===== src/rtl/aes_key_expansion.sv =====
// Iterative AES-128 key expander: one round key per clock into a 1408-bit schedule.
// Optional AES_KEY_STREAM_EN adds a per-round key stream (rk_valid/rk_index/rk_data).
package globals_aes;
  localparam logic [0:2047] SBOX = {
    128'h637c777bf26b6fc53001672bfed7ab76, 128'hca82c97dfa5947f0add4a2af9ca472c0,
    128'hb7fd9326363ff7cc34a5e5f171d83115, 128'h04c723c31896059a071280e2eb27b275,
    128'h09832c1a1b6e5aa0523bd6b329e32f84, 128'h53d100ed20fcb15b6acbbe394a4c58cf,
    128'hd0efaafb434d338545f9027f503c9fa8, 128'h51a3408f929d38f5bcb6da2110fff3d2,
    128'hcd0c13ec5f974417c4a77e3d645d1973, 128'h60814fdc222a908846eeb814de5e0bdb,
    128'he0323a0a4906245cc2d3ac629195e479, 128'he7c8376d8dd54ea96c56f4ea657aae08,
    128'hba78252e1ca6b4c6e8dd741f4bbd8b8a, 128'h703eb5664803f60e613557b986c11d9e,
    128'he1f8981169d98e949b1e87e9ce5528df, 128'h8ca1890dbfe6426841992d0fb054bb16
  };
endpackage

module aes_key_expansion #(
  parameter int NUM_ROUNDS = 10
) (
  input  logic                              clk,
  input  logic                              rst_n,
  input  logic                              in_valid,
  output logic                              in_ready,
  input  logic [0:127]                      in_key,
  output logic                              out_valid,
  input  logic                              out_ready,
  output logic [0:(NUM_ROUNDS+1)*128-1]     key_schedule
`ifdef AES_KEY_STREAM_EN
  ,
  output logic                              rk_valid,
  output logic [3:0]                        rk_index,
  output logic [0:127]                      rk_data
`endif
);

  localparam int SCHED_W = (NUM_ROUNDS + 1) * 128;

  localparam logic [1:0] IDLE   = 2'd0;
  localparam logic [1:0] EXPAND = 2'd1;
  localparam logic [1:0] DONE   = 2'd2;

  logic [1:0]         state_q, state_d;
  logic [0:SCHED_W-1] sched_q, sched_d;
  logic [7:0]         rcon_q, rcon_d;
  logic [3:0]         round_cnt_q, round_cnt_d;

  logic [3:0]   prev_idx;
  logic [127:0] prev_key, next_key;
  logic [31:0]  p0, p1, p2, p3, rot, t, n0, n1, n2, n3;

  function automatic logic [7:0] sbox(input logic [7:0] b);
    return globals_aes::SBOX[8*int'(b) +: 8];
  endfunction

  // The previous round key is read back out of the schedule itself.
  assign prev_idx = (round_cnt_q == 4'd0) ? 4'd0 : round_cnt_q - 4'd1;
  assign prev_key = sched_q[128*int'(prev_idx) +: 128];
  assign {p0, p1, p2, p3} = prev_key;
  assign rot = {p3[23:0], p3[31:24]};
  assign t   = {sbox(rot[31:24]), sbox(rot[23:16]), sbox(rot[15:8]), sbox(rot[7:0])}
               ^ {rcon_q, 24'h0};
  assign n0 = p0 ^ t;
  assign n1 = p1 ^ n0;
  assign n2 = p2 ^ n1;
  assign n3 = p3 ^ n2;
  assign next_key = {n0, n1, n2, n3};

  assign in_ready     = (state_q == IDLE);
  assign out_valid    = (state_q == DONE);
  assign key_schedule = sched_q;

  always_comb begin
    state_d     = state_q;
    sched_d     = sched_q;
    rcon_d      = rcon_q;
    round_cnt_d = round_cnt_q;
    case (state_q)
      IDLE: begin
        if (in_valid) begin
          sched_d[0 +: 128] = in_key;
          rcon_d            = 8'h01;
          round_cnt_d       = 4'd1;
          state_d           = EXPAND;
        end
      end
      EXPAND: begin
        sched_d[128*int'(round_cnt_q) +: 128] = next_key;
        rcon_d      = {rcon_q[6:0], 1'b0} ^ (rcon_q[7] ? 8'h1B : 8'h00);
        round_cnt_d = round_cnt_q + 4'd1;
        if (round_cnt_q == 4'(NUM_ROUNDS)) begin
          state_d = DONE;
        end
      end
      DONE: begin
        if (out_ready) begin
          state_d = IDLE;
        end
      end
      default: state_d = IDLE;
    endcase
  end

  always_ff @(posedge clk or negedge rst_n) begin
    if (!rst_n) begin
      state_q     <= IDLE;
      sched_q     <= '0;
      rcon_q      <= 8'h01;
      round_cnt_q <= 4'd0;
    end else begin
      state_q     <= state_d;
      sched_q     <= sched_d;
      rcon_q      <= rcon_d;
      round_cnt_q <= round_cnt_d;
    end
  end

`ifdef AES_KEY_STREAM_EN
  logic         rk_valid_q;
  logic [3:0]   rk_index_q;
  logic [0:127] rk_data_q;

  // Mirrors each schedule write so a downstream stage can start before DONE.
  always_ff @(posedge clk or negedge rst_n) begin
    if (!rst_n) begin
      rk_valid_q <= 1'b0;
      rk_index_q <= 4'd0;
      rk_data_q  <= '0;
    end else if (state_q == IDLE && in_valid) begin
      rk_valid_q <= 1'b1;
      rk_index_q <= 4'd0;
      rk_data_q  <= in_key;
    end else if (state_q == EXPAND) begin
      rk_valid_q <= 1'b1;
      rk_index_q <= round_cnt_q;
      rk_data_q  <= next_key;
    end else begin
      rk_valid_q <= 1'b0;
    end
  end

  assign rk_valid = rk_valid_q;
  assign rk_index = rk_index_q;
  assign rk_data  = rk_data_q;
`endif

endmodule


===== config.mk =====
export PLATFORM = sky130hd
export DESIGN_NAME = aes_key_expansion
export DESIGN_NICKNAME = d
export VERILOG_FILES = /design/src/rtl/aes_key_expansion.sv
export SDC_FILE = /design/constraint.sdc
export NUM_CORES = 2
export LEC_CHECK = 0
export ABC_AREA = 1
export CAP_MARGIN = 20
export CORE_AREA = 2 2 595 597
export DETAILED_ROUTE_END_ITERATION = 8
export DIE_AREA = 0 0 597 599
export PLACE_DENSITY = 0.43
export SLEW_MARGIN = 25
export SYNTH_ARGS = -nofsm -noshare
export SYNTH_HDL_FRONTEND = slang
export SYNTH_SLANG_ARGS = --single-unit

===== constraint.sdc =====
create_clock -name clk -period 12 [get_ports clk]
set_input_delay 2.4 -clock clk [delete_from_list [all_inputs] [get_ports clk]]
set_output_delay 2.4 -clock clk [all_outputs]
set_load 0.02 [all_outputs]

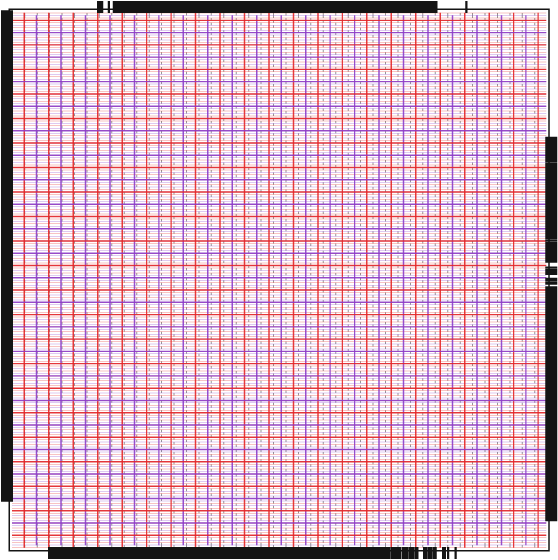
**Above:** power grid.
Pins as bars on the die edge. Tap cells in gray.
color	net
red	VSS
purple	VDD
met5 straps	43
met4 straps	43
tap cells	4620
rows	218
signal pins	1542
vertical die dimension: 599 um
Std-Cell Core Area: 0.351 mm^2
Die X: 597 um

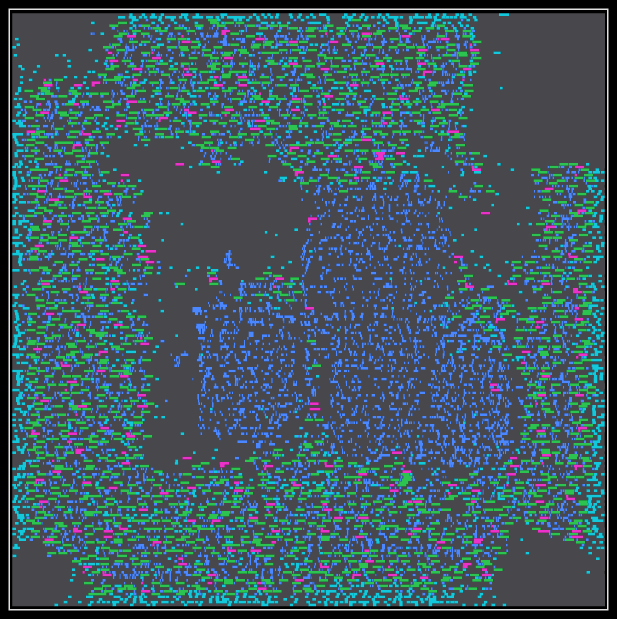
**Above:** cell classes on the final placement.
Drawn at 1 px/um. Fill, decap, tap and diode cells in gray.
color	class	cells	share of their area
magenta	clock drivers and dummy loads	314	5.9%
blue	all other logic	8699	41%
green	flip-flops	1422	36%
cyan	other buffers and delay cells	1724	17%

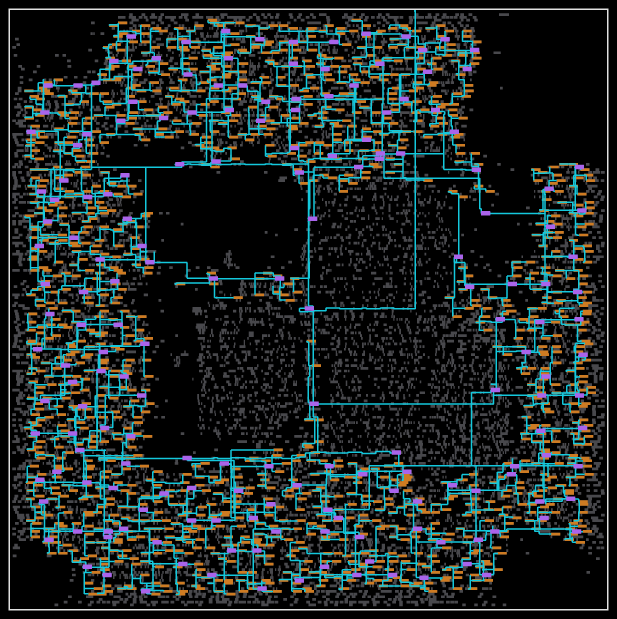
**Above:** clock network drawn from the DEF.
Drawn at 1 px/um.
[cyan] clock wires | length: 24.9 mm
[orange] flip-flops | count: 1422
[purple] cells driving clock nets | count: 182
routed clock nets	183

==> run notes <==
Summary of implementation figures.

Worst setup path
The worst stage delay on the critical path is 980 ps. The critical path is of the register to register type. The startpoint of the most critical register-to-register path is round_cnt_q[0]. The OpenROAD report gives the critical path a required time of 12810 ps. The timing report shows that the slowest cell on the worst path is nand2_2. The maximum fanout along the worst path is 80.

The slack of the worst reg-to-reg path is 2200 ps. The arrival time at the worst endpoint is 10610 ps. The critical path contains buffers and inverters numbering 4 combined. The worst setup path is launched from a register. Per the timing report, the most critical flop-to-flop path finishes at key_schedule[1237]. The most common cell type on the critical path is nand2_1. The kind of cell adding the most delay to the critical path is simple AND/OR/NAND/NOR gates.

The launch point of the critical path was reported as round_cnt_q[0]. The worst reg-to-reg path cell count is 26.

Cells and area
For the completed layout, the total cell area is recorded as 0.105 mm^2. By instance count after routing, the leading logic cell types are 1916 x nand2_1, 1866 x nand3_1, 1610 x nor2_1. The register area is 0.0356 mm^2. The area added between synthesis and finish is 30.5%. After the flow finishes, the layout carries non-filler instances totaling 16800. The post-route utilization of the core is recorded as 0.300. The final layout contains 12200 nets. The commonest non-fill, non-tap cell in the layout is nand2_1.

Final timing
The worst setup skew after layout is 82.5 ps. Across all checked pins, the minimum headroom to the slew limit is 0.155. The worst hold slack after final layout is 520 ps. The count of pins over their slew limit is 0. The final clock period utilization by the worst path is 0.817.

The measured slew at the worst slew-check pin is 1270 ps. The maximum frequency from static timing analysis is 102 MHz. The final tally of hold violations is 0.

GRT
The global-route congestion overflow total is 0. The number of global-route vias before repair is 86100. The initial antenna violation count was 47.

In the global route stage, overall resource usage came out at 0.343. The global-route wire length before repair is 838 mm. Entering global routing, the biggest net connects 172 pins.

Clocking
The cell sitting at the root of the clock tree is a clkbuf_16. On the worst setup and hold paths after CTS, the clock-pin slew comes to 60 ps. TritonCTS built the clock tree. The source-to-sink clock delay at the later pin of the worst-skew pair is 930 ps. The CTS buffer count is 182. The quantity of gates resized following cts is 0.

Logic synthesis
The average instance in the mapped netlist occupies 7.34 um^2. Yosys printed 0 warnings. The cell count after synthesis came out at 11000. The number of nets in the synthesized netlist is 11200. Per Yosys stat, the portion of area used by sequential elements is 0.440.

The synthesized chip area reported by yosys is 0.0809 mm^2. The area of the mapped netlist is 0.0809 mm^2. The flip-flop and latch count after synthesis is 1422. The fraction of registers with async set or reset after synthesis is 1.00.

Drt
Detailed routing inserted a total of 92000 vias. Per the detail_route report, DRC violations left total 0. The average wire per cell in the routed design is 37.9 um. The post-detailed-routing wire length is 637 mm.

Placement
The detailed placement HPWL is 470 mm. The worst slack after detailed placement is 2350 ps. The final weighted congestion in routability-driven placement is 0.984.

Die
The I/O pin count is 1542. The total die area is 0.358 mm^2. According to the floorplan log, the row count is 218. The initial cell density of the core is 0.230.

Status
The run finished with clean final reports.

Run
The total tool warning count is 114. The number of max-cap violations is 0.

Worst hold path
The worst hold path belongs to the class register to register. The startpoint of the tightest hold check path is key_schedule[928].
-- Yosys cell counts, types with 47 or more instances --
cell,n,area [um^2]
o211ai_1,137,1030
nand2_2,91,569
clkbuf_1,459,1720
buf_4,105,788
a21oi_1,1159,5800
o22ai_1,100,626
nand2_1,1921,7210
ha_1,61,763
buf_1,71,267
dfrtp_1,1421,35600
nand4_1,47,294
a22oi_1,129,968
o21ai_1,50,250
o221ai_1,98,858
o21ai_0,907,4540
nor2_1,1622,6090
inv_1,344,1290
nand3_1,1868,9350
buf_2,228,1140
-- per-layer routing --
metal,up-vias,part of all wire,track usage
met4,10,0.065,0.186
met5,-,0.000099,0
li1,39600,-,-
met3,846,0.090,0.0861
met2,4952,0.44,0.526
met1,46600,0.41,0.440
-- cell type report --
cell class,count,area share
multi-input combinational,8323,0.376
tap,4620,0.0548
antenna,15,0.000356
timing repair buffer,1724,0.162
clock buffer,261,0.0497
sequential,1422,0.337
inverter,376,0.0142
clock inverter,53,0.00566
-- flip-flops by register name (all words and copies together), names as in the netlist --
signal	count
key_schedule	1408
round_cnt_q	4
rcon_q	8
state_q	2
-- logic make-up after synthesis --
kind of cell | Yosys count | share of synthesized area
adder cells (fa/ha/maj) | 61 | 0.00944
flip-flops | 1422 | 0.440
XOR/XNOR | 9 | 0.000975
AND-OR/OR-AND | 2585 | 0.174
AND/OR/NAND/NOR | 5668 | 0.304
buffers and inverters | 1276 | 0.0712
-- worst register-to-register path: cells and delay by family (launching register included) --
family / cells / cell delay [ps]
buf+inv: 4 / 2090
fa+ha+maj: 2 / 860
compound gates: 1 / 240
flops: 1 / 800
simple gates: 19 / 5710
